File: src/rtl/alu_seq_pkg.sv
// Shared types and constants for the ALU operand sequencer.
package alu_seq_pkg;

    typedef enum logic [2:0] {
        StIdle,
        StFull,
        StBeat1,
        StGap,
        StBeat2,
        StWait
    } seq_state_e;

    localparam int unsigned ARITH_LAT_DEFAULT = 2;
    localparam int unsigned MUL_LAT_DEFAULT   = 4;
    localparam int unsigned GAP_LIMIT_DEFAULT = 16;

    localparam logic [3:0] CMD_INC_MUL = 4'h9;
    localparam logic [3:0] CMD_SHL_SUB = 4'hA;

    localparam logic [1:0] IV_NONE = 2'b00;
    localparam logic [1:0] IV_A    = 2'b01;
    localparam logic [1:0] IV_B    = 2'b10;
    localparam logic [1:0] IV_AB   = 2'b11;

    // Multiply-class commands only exist in arithmetic mode.
    function automatic logic is_mul_op(input logic mode, input logic [3:0] cmd);
        return mode && (cmd == CMD_INC_MUL || cmd == CMD_SHL_SUB);
    endfunction

endpackage

File: src/rtl/alu_seq_down_cnt.sv
// Loadable 5-bit down-counter with zero flag; paces both the split gap and the result latency.
module alu_seq_down_cnt (
    input  logic       CLK,
    input  logic       RST,
    input  logic       load,
    input  logic [4:0] load_val,
    input  logic       dec,
    output logic [4:0] count,
    output logic       zero
);

    always_ff @(posedge CLK) begin
        if (RST) begin
            count <= 5'd0;
        end else if (load) begin
            count <= load_val;
        end else if (dec && count != 5'd0) begin
            count <= count - 5'd1;
        end
    end

    assign zero = (count == 5'd0);

endmodule

File: src/rtl/alu_operand_sequencer.sv
// Issue stage for the ALU: drives full or split operand beats, then strobes the result.
// Optional GAP_ERR comparator enabled by defining ALU_SEQ_GAP_CHECK_EN.
module alu_operand_sequencer
    import alu_seq_pkg::*;
#(
    parameter int unsigned DW        = 8,
    parameter int unsigned CW        = 4,
    parameter int unsigned ARITH_LAT = ARITH_LAT_DEFAULT,
    parameter int unsigned MUL_LAT   = MUL_LAT_DEFAULT
`ifdef ALU_SEQ_GAP_CHECK_EN
    ,
    parameter int unsigned GAP_LIMIT = GAP_LIMIT_DEFAULT
`endif
) (
    input  logic          CLK,
    input  logic          RST,
    input  logic          REQ_VALID,
    output logic          REQ_READY,
    input  logic [DW-1:0] REQ_OPA,
    input  logic [DW-1:0] REQ_OPB,
    input  logic [CW-1:0] REQ_CMD,
    input  logic          REQ_MODE,
    input  logic          REQ_CIN,
    input  logic          REQ_SPLIT,
    input  logic          REQ_ORDER,
    input  logic [4:0]    REQ_GAP,
    output logic [1:0]    ALU_INP_VALID,
    output logic [DW-1:0] ALU_OPA,
    output logic [DW-1:0] ALU_OPB,
    output logic [CW-1:0] ALU_CMD,
    output logic          ALU_MODE,
    output logic          ALU_CIN,
    output logic          ALU_CE,
    output logic          RES_STROBE,
    output logic          GAP_ERR,
    output logic [7:0]    ISSUE_CNT
);

    localparam logic [4:0] ARITH_M1 = 5'(ARITH_LAT - 1);
    localparam logic [4:0] MUL_M1   = 5'(MUL_LAT - 1);

    seq_state_e state;
    logic       order_q;
    logic [4:0] gap_q;

    logic       cnt_load;
    logic       cnt_dec;
    logic [4:0] cnt_val;
    logic [4:0] cnt;
    logic       cnt_zero;
    logic [4:0] lat_m1;
    logic [1:0] second_iv;
    logic       fire;
    logic       gap_over;

`ifdef ALU_SEQ_GAP_CHECK_EN
    assign gap_over = REQ_SPLIT && (32'(REQ_GAP) >= GAP_LIMIT);
`else
    assign gap_over = 1'b0;
`endif

    assign lat_m1    = is_mul_op(ALU_MODE, 4'(ALU_CMD)) ? MUL_M1 : ARITH_M1;
    assign second_iv = order_q ? IV_A : IV_B;

    // Strobe is registered, so raise it one edge before the final WAIT cycle.
    assign fire = ((state == StFull || state == StBeat2) && lat_m1 == 5'd0) ||
                  (state == StWait && cnt == 5'd1);

    always_comb begin
        cnt_load = 1'b0;
        cnt_dec  = 1'b0;
        cnt_val  = lat_m1;
        unique case (state)
            StBeat1: begin
                cnt_load = (gap_q != 5'd0);
                cnt_val  = gap_q - 5'd1;
            end
            StFull, StBeat2: cnt_load = 1'b1;
            StGap, StWait:   cnt_dec  = 1'b1;
            default: ;
        endcase
    end

    alu_seq_down_cnt u_cnt (
        .CLK      (CLK),
        .RST      (RST),
        .load     (cnt_load),
        .load_val (cnt_val),
        .dec      (cnt_dec),
        .count    (cnt),
        .zero     (cnt_zero)
    );

    always_ff @(posedge CLK) begin
        if (RST) begin
            state         <= StIdle;
            order_q       <= 1'b0;
            gap_q         <= 5'd0;
            REQ_READY     <= 1'b0;
            ALU_INP_VALID <= IV_NONE;
            ALU_OPA       <= '0;
            ALU_OPB       <= '0;
            ALU_CMD       <= '0;
            ALU_MODE      <= 1'b0;
            ALU_CIN       <= 1'b0;
            ALU_CE        <= 1'b1;
            RES_STROBE    <= 1'b0;
            GAP_ERR       <= 1'b0;
            ISSUE_CNT     <= 8'd0;
        end else begin
            RES_STROBE <= fire;
            GAP_ERR    <= 1'b0;
            if (fire) begin
                ISSUE_CNT <= ISSUE_CNT + 8'd1;
            end
            unique case (state)
                StIdle: begin
                    ALU_CE    <= 1'b0;
                    REQ_READY <= 1'b1;
                    if (REQ_VALID && REQ_READY) begin
                        ALU_OPA   <= REQ_OPA;
                        ALU_OPB   <= REQ_OPB;
                        ALU_CMD   <= REQ_CMD;
                        ALU_MODE  <= REQ_MODE;
                        ALU_CIN   <= REQ_CIN;
                        order_q   <= REQ_ORDER;
                        gap_q     <= REQ_GAP;
                        ALU_CE    <= 1'b1;
                        REQ_READY <= 1'b0;
                        GAP_ERR   <= gap_over;
                        if (REQ_SPLIT) begin
                            state         <= StBeat1;
                            ALU_INP_VALID <= REQ_ORDER ? IV_B : IV_A;
                        end else begin
                            state         <= StFull;
                            ALU_INP_VALID <= IV_AB;
                        end
                    end
                end
                StFull: begin
                    ALU_INP_VALID <= IV_NONE;
                    state         <= StWait;
                end
                StBeat1: begin
                    if (gap_q != 5'd0) begin
                        ALU_INP_VALID <= IV_NONE;
                        state         <= StGap;
                    end else begin
                        ALU_INP_VALID <= second_iv;
                        state         <= StBeat2;
                    end
                end
                StGap: begin
                    if (cnt_zero) begin
                        ALU_INP_VALID <= second_iv;
                        state         <= StBeat2;
                    end
                end
                StBeat2: begin
                    ALU_INP_VALID <= IV_NONE;
                    state         <= StWait;
                end
                StWait: begin
                    if (cnt_zero) begin
                        state     <= StIdle;
                        REQ_READY <= 1'b1;
                        ALU_CE    <= 1'b0;
                    end
                end
                default: state <= StIdle;
            endcase
        end
    end

endmodule

File: config.mk
export PLATFORM = sky130hd
export DESIGN_NAME = alu_operand_sequencer
export DESIGN_NICKNAME = d
export VERILOG_FILES = /design/src/rtl/alu_seq_pkg.sv /design/src/rtl/alu_seq_down_cnt.sv /design/src/rtl/alu_operand_sequencer.sv
export SDC_FILE = /design/constraint.sdc
export NUM_CORES = 1
export LEC_CHECK = 0
export ABC_CLOCK_PERIOD_IN_PS = 2500
export CAP_MARGIN = 20
export CORE_AREA = 2 2 80 82
export CTS_CLUSTER_DIAMETER = 200
export DETAILED_ROUTE_END_ITERATION = 8
export DIE_AREA = 0 0 82 84
export GPL_ROUTABILITY_DRIVEN = 0
export PLACE_DENSITY = 0.76
export SLEW_MARGIN = 20
export SYNTH_ARGS = -nofsm -noshare
export SYNTH_HDL_FRONTEND = slang
export SYNTH_SLANG_ARGS = --single-unit
File: constraint.sdc
create_clock -name CLK -period 2.5 [get_ports CLK]
set_input_delay 0.375 -clock CLK [delete_from_list [all_inputs] [get_ports CLK]]
set_output_delay 0.375 -clock CLK [all_outputs]
set_load 0.02 [all_outputs]
Run 1, cells coloured by class:
Scale bar: 20 µm.
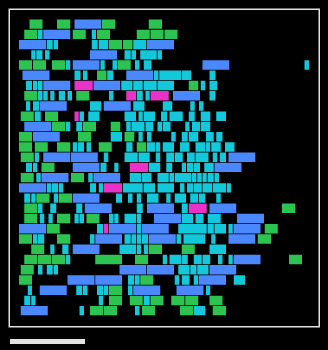
Key: magenta = clock drivers and dummy loads [cells 8]; blue = registers [cells 49]; cyan = remaining logic cells [cells 224]; green = remaining buffers and delay cells [cells 73]
total core area: 0.00610 mm²
Std-Cell Rows: 29
post-route cell area: 0.00316 mm²

Run 1, sequential cells coloured by netlist name:
Scale bar: 20 µm. Other sequential cells in the stronger grey, the rest of the logic in the fainter grey.
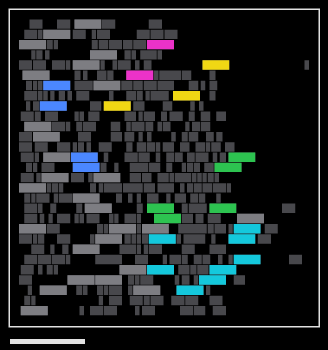
Key: yellow = state [flops 3]; green = u_cnt.count [flops 5]; cyan = ISSUE_CNT [flops 8]; blue = ALU_CMD [flops 4, where middle left]; magenta = ALU_INP_VALID [flops 2]
Another 27 sequential cells are not coloured.
Sequential Power: 1.11 mW
register area: 981 µm²

Run 1, track usage over the die:
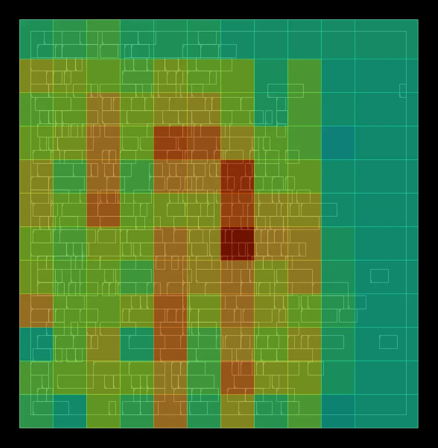
met1 GRT Util: 0.218
GRT met3 Usage: 0.0628
met2 global-route usage: 0.266
Layout Utilization: 0.518

Run 1, clock wires, drivers and flops:
Scale bar: 20 µm.
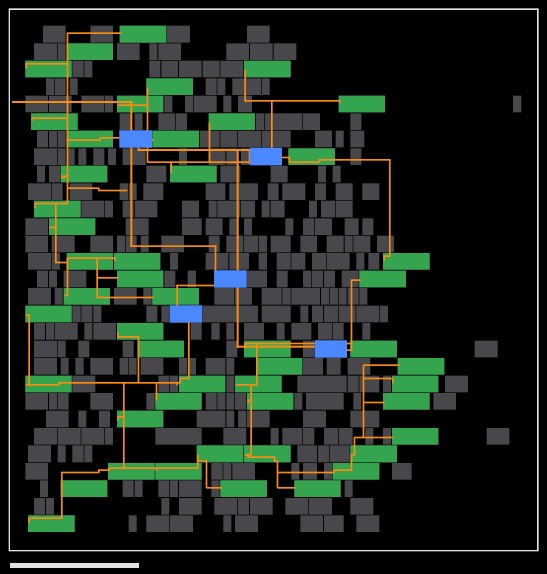
Key: green = flip-flops [count 49]; orange = clock wires [length 611 µm]; blue = clock-net drivers [count 5]
Position of the flops: widely spread.
clk_lat worst skew: 0.30 ns
clock skew: 0.00555 ns
clock network power: 0.464 mW

run 1: critical path: stages, from the launching register on:
cell and delay, ns:
dfxtp_1 0.35, inv_1 0.07, ha_1 0.22, nor4b_2 0.47, o211ai_1 0.32, nor2_1 0.17, a21oi_1 0.06, a221oi_1 0.29
run 1: synth_stat cells, types with 3 or more instances:
cell      number
a21oi_1       35
a22o_1         3
buf_2          4
clkbuf_1      12
dfxtp_1       49
ha_1           4
inv_1          9
nand2_1       70
nand2b_1       5
nand3_1        6
nor2_1        21
nor2b_1        3
nor3_1         3
o211ai_1       4
o21ai_0        7
o22ai_1        3
or3b_2         3
xnor2_1        5
xor2_1         6
run 1: routing by layer:
layer  GRT usage  wire [µm]  up-vias
li1            -          -     1118
met4      0.0515         90        0
met3      0.0628        473        9
met1       0.218       2390      995
met5           0          0        -
met2       0.266       2630       71
==> impl_metrics.csv, run 1 <==
group,metric,value,unit
status,run_status,"complete, no violations",
finish,nClkBuffers,7,
finish,fin_cells,431,
place,dp_slack,0.493,ns
clocking,clk_pin_slew,0.09,ns
synthesis,ys_sh_aoi,0.198,
finish,dominant-cell-class,"multi-input combinational cells",
final_timing,finalSetupViolations,0,
place,port_buffers,66,
synthesis,ys_ff,49,
min_path,hold_path_end,"ALU_OPA[4]",
finish,drive_gt1_frac,0.0734,
finish,top_regs,"ALU_OPA (8), ALU_OPB (8), ISSUE_CNT (8)",
floorplan,die_w,82,µm
floorplan,fp.dieH,84,µm
power_and_ir_drop,maxPowerGroup,"combinational cells",
grt,grt_max_degree,32,
floorplan,n_tap_cell,77,
synthesis,synth_cells,291,
clocking,cts-root-buf,"clkbuf_8",
place,place_area,0.00308,mm²
finish,logic_gate_count,215,
setup_path,crit_path_start_kind,"register",
final_timing,finalHoldViolations,0,
synthesis,yosysTopAreaCellShare,0.422,
finish,final.fill_count,594,
synthesis,async_reset_ff_frac,0,
power_and_ir_drop,ir_worst_vdd,0.000608,V
setup_path,critPathRequiredTime,2.70,ns
grt,track_usage,0.171,
route,avgRoutedWirePerCell,13.0,µm
synthesis,ys_sh_adder,0.0215,
route,drc,0,
floorplan,ioPinCount,68,
power_and_ir_drop,switchingPower,1.28,mW
setup_path,cp-startpoint,"gap_q[0]",
final_timing,timing_worst_slew_pin_value,0.737,ns
finish,n_all_inverters,9,
final_timing,setup_ws,0.454,ns
clocking,postCtsSetupBuffers,0,
power_and_ir_drop,seqPwrFrac,0.359,
power_and_ir_drop,p_comb,1.51,mW
power_and_ir_drop,pwr-share-clk,0.151,
clocking,clockBufferDepth,2,
finish,clk_share,0.0265,
clocking,cts-resized-gates,0,
route,drt_pass1_iterations,4,
synthesis,logic_family,"simple AND/OR/NAND/NOR gates",
synthesis,mux_area_frac,0.00860,
==> run 2: changes to the inputs <==
--- a/config.mk
+++ b/config.mk
@@ -5,7 +5,7 @@
 export SDC_FILE = /design/constraint.sdc
 export NUM_CORES = 1
 export LEC_CHECK = 0
-export ABC_CLOCK_PERIOD_IN_PS = 2500
+export ABC_CLOCK_PERIOD_IN_PS = 1900
 export CAP_MARGIN = 20
 export CORE_AREA = 2 2 80 82
 export CTS_CLUSTER_DIAMETER = 200
==> constraint.sdc (replaced) <==
create_clock -name CLK -period 1.9 [get_ports CLK]
set_input_delay 0.285 -clock CLK [delete_from_list [all_inputs] [get_ports CLK]]
set_output_delay 0.285 -clock CLK [all_outputs]
set_load 0.02 [all_outputs]
==> impl_metrics.csv, run 2 <==
group,metric,value,unit
status,run_status,"complete, no violations",
route,drc,0,
setup_path,cp-startpoint,"gap_q[0]",
floorplan,ioPinCount,68,
synthesis,common_cells,"nand2_1, dfxtp_1, a21oi_1",
clocking,postCtsSetupBuffers,0,
setup_path,crit_path_start_kind,"register",
synthesis,yosysTopAreaCellShare,0.422,
power_and_ir_drop,ir_worst_vdd,0.000710,V
finish,final.fill_count,577,
setup_path,slowest_stage,"or4b_4",
finish,logic_gate_count,215,
setup_path,critPathBufInv,2,
setup_path,worstPathCellList,"inv_1 > ha_2 > or4b_4 > nand2_1 > a31o_4 > buf_4 > a21oi_1 > o21a_1",
route,dr_wl_met2,2690,µm
grt,track_usage,0.175,
clocking,cts-root-buf,"clkbuf_8",
grt,grt_max_degree,50,
min_path,hold_path_end,"ALU_OPA[5]",
power_and_ir_drop,seqPwrFrac,0.322,
floorplan,n_tap_cell,77,
power_and_ir_drop,pwr-share-clk,0.142,
synthesis,synth.most_common_cell,"nand2_1",
floorplan,row_count,29,
grt,met1_usage,0.217,
synthesis,synth_cells,291,
grt,busiest_layer,"met2",
finish,n_all_inverters,9,
final_timing,finalSetupViolations,0,
setup_path,cp_top_family,"simple AND/OR/NAND/NOR gates",
[run 2: through the flow]
stage	worst slack [ns]	hold WS, ns	setup TNS [ns]	area (µm²)
finish	0.111	0.457	0	3280
global placement	0.0820	0.440	0	3140
global route	-0.0197	0.476	-0.0234	3280
floorplan	0.0255	0.421	0	2330
detailed placement	0.000850	0.446	0	3140
CTS	0.0132	0.460	0	3230
[run 2: cells by family (layout without fill, tap and decap cells)]
kind of cell    count (synthesis)  count (layout)  share of synthesized area
other cells                     1               1                    0.00161
simple gates                  126             126                      0.260
xor+xnor                       11              11                     0.0414
flops                          49              49                      0.422
mux                             2               2                    0.00860
buf+inv                        27             101                     0.0473
fa+ha+maj                       4               4                     0.0215
compound gates                 71              71                      0.198
Run 2, sequential cells coloured by netlist name:
Scale bar: 20 µm. Other sequential cells in the stronger grey, the rest of the logic in the fainter grey.
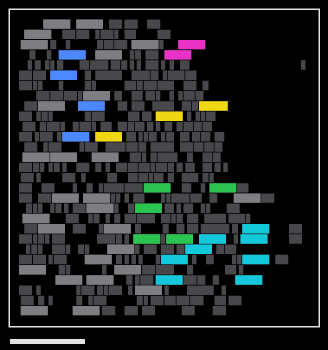
Key: green = u_cnt.count [flops 5]; blue = ALU_CMD [flops 4, where upper left]; cyan = ISSUE_CNT [flops 8]; yellow = state [flops 3]; magenta = ALU_INP_VALID [flops 2]
Another 27 sequential cells are not coloured.
Sequential Power: 1.41 mW
register area: 982 µm²
sequential cell area share: 0.299
Layout Utilization: 0.538

==> run 3: changes to the inputs <==
--- a/config.mk
+++ b/config.mk
@@ -7,12 +7,12 @@
 export LEC_CHECK = 0
 export ABC_CLOCK_PERIOD_IN_PS = 1900
 export CAP_MARGIN = 20
-export CORE_AREA = 2 2 80 82
+export CORE_AREA = 2 2 85 87
 export CTS_CLUSTER_DIAMETER = 200
 export DETAILED_ROUTE_END_ITERATION = 8
-export DIE_AREA = 0 0 82 84
+export DIE_AREA = 0 0 87 89
 export GPL_ROUTABILITY_DRIVEN = 0
-export PLACE_DENSITY = 0.76
+export PLACE_DENSITY = 0.7
 export SLEW_MARGIN = 20
 export SYNTH_ARGS = -nofsm -noshare
 export SYNTH_HDL_FRONTEND = slang
==> impl_metrics.csv, run 3 <==
group,metric,value,unit
status,run_status,"complete, no violations",
min_path,hold_path_end,"ISSUE_CNT[0]",
finish,final-seq-area,983,µm²
power_and_ir_drop,ir_worst_vdd,0.000512,V
synthesis,yosysTopAreaCellShare,0.422,
floorplan,row_count,30,
final_timing,hold_ws,0.387,ns
place,numPlacedInstances,434,
min_path,worstHoldPathType,"input pin to register",
final_timing,slew_headroom,0.662,
power_and_ir_drop,combPwrFrac,0.529,
power_and_ir_drop,pg_seq,1.41,mW
setup_path,critPathBufInv,0,
final_timing,setup_ws,0.0795,ns
power_and_ir_drop,pwr-share-clk,0.141,
route,drc,0,
min_path,hold_path_depth,2,
route,dr_wl_met2,2590,µm
finish,logic_gate_count,215,
setup_path,slowest_stage,"or3b_2",
setup_path,ff2ff_path_depth,4,
finish,final.fill_count,617,
power_and_ir_drop,seqPwrFrac,0.329,
grt,busiest_layer,"met2",
clocking,postCtsSetupBuffers,0,
synthesis,synth.most_common_cell,"nand2_1",
power_and_ir_drop,p_comb,2.27,mW
setup_path,crit_path_start_kind,"register",
floorplan,die_area,0.00774,mm²
grt,met1_usage,0.186,
clocking,cts_sinks,49,
floorplan,n_tap_cell,80,
grt,grt_max_degree,30,
place,place_area,0.00315,mm²
synthesis,ys_ff,49,
place,dp_slack,-0.00502,ns
synthesis,synth_chip_area,0.00233,mm²
finish,n_all_inverters,9,
synthesis,synth_cells,291,
setup_path,cp-startpoint,"state[1]",
setup_path,cp_top_family,"AND-OR/OR-AND gates",
floorplan,ioPinCount,68,
clocking,cts-root-buf,"clkbuf_8",
floorplan,die_w,87,µm
setup_path,worstPathCellList,"or3b_2 > o211ai_1 > o21bai_1 > a32o_1",
finish,stdcell_area,0.00326,mm²
final_timing,tns,0,ns
synthesis,common_cells,"nand2_1, dfxtp_1, a21oi_1",
grt,track_usage,0.151,
==> run 3: netlist changes by cell type in the layout (fill, tap and decap cells not counted), sizes merged <==
cell / delta
clkdlybuf4s50: -1
inv: -1
buf: -2
==> run 3: kinds of logic after synthesis <==
| logic type | synth area share |
|---|---|
| AND/OR/NAND/NOR | 0.260 |
| AND-OR/OR-AND | 0.198 |
| flip-flops | 0.422 |
| buffers and inverters | 0.0473 |
| XOR/XNOR | 0.0414 |
| adder cells (fa/ha/maj) | 0.0215 |
| multiplexers | 0.00860 |
| other | 0.00161 |
==> run 3: what timing repair did <==
item	4_1_cts	5_1_grt
pin swaps	0	3
setup endpoints to repair	2	7
gates resized	1	8
Run 3, cells coloured by class:
Scale bar: 20 µm.
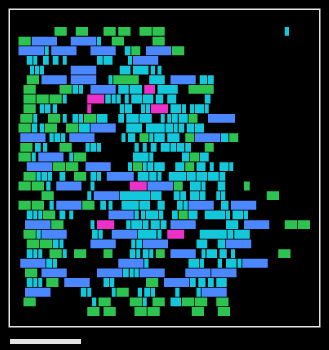
Layout Utilization: 0.485
sequential cell area share: 0.302
total core area: 0.00672 mm²

No activity file was given, so power comes from the tool's default toggle rates.
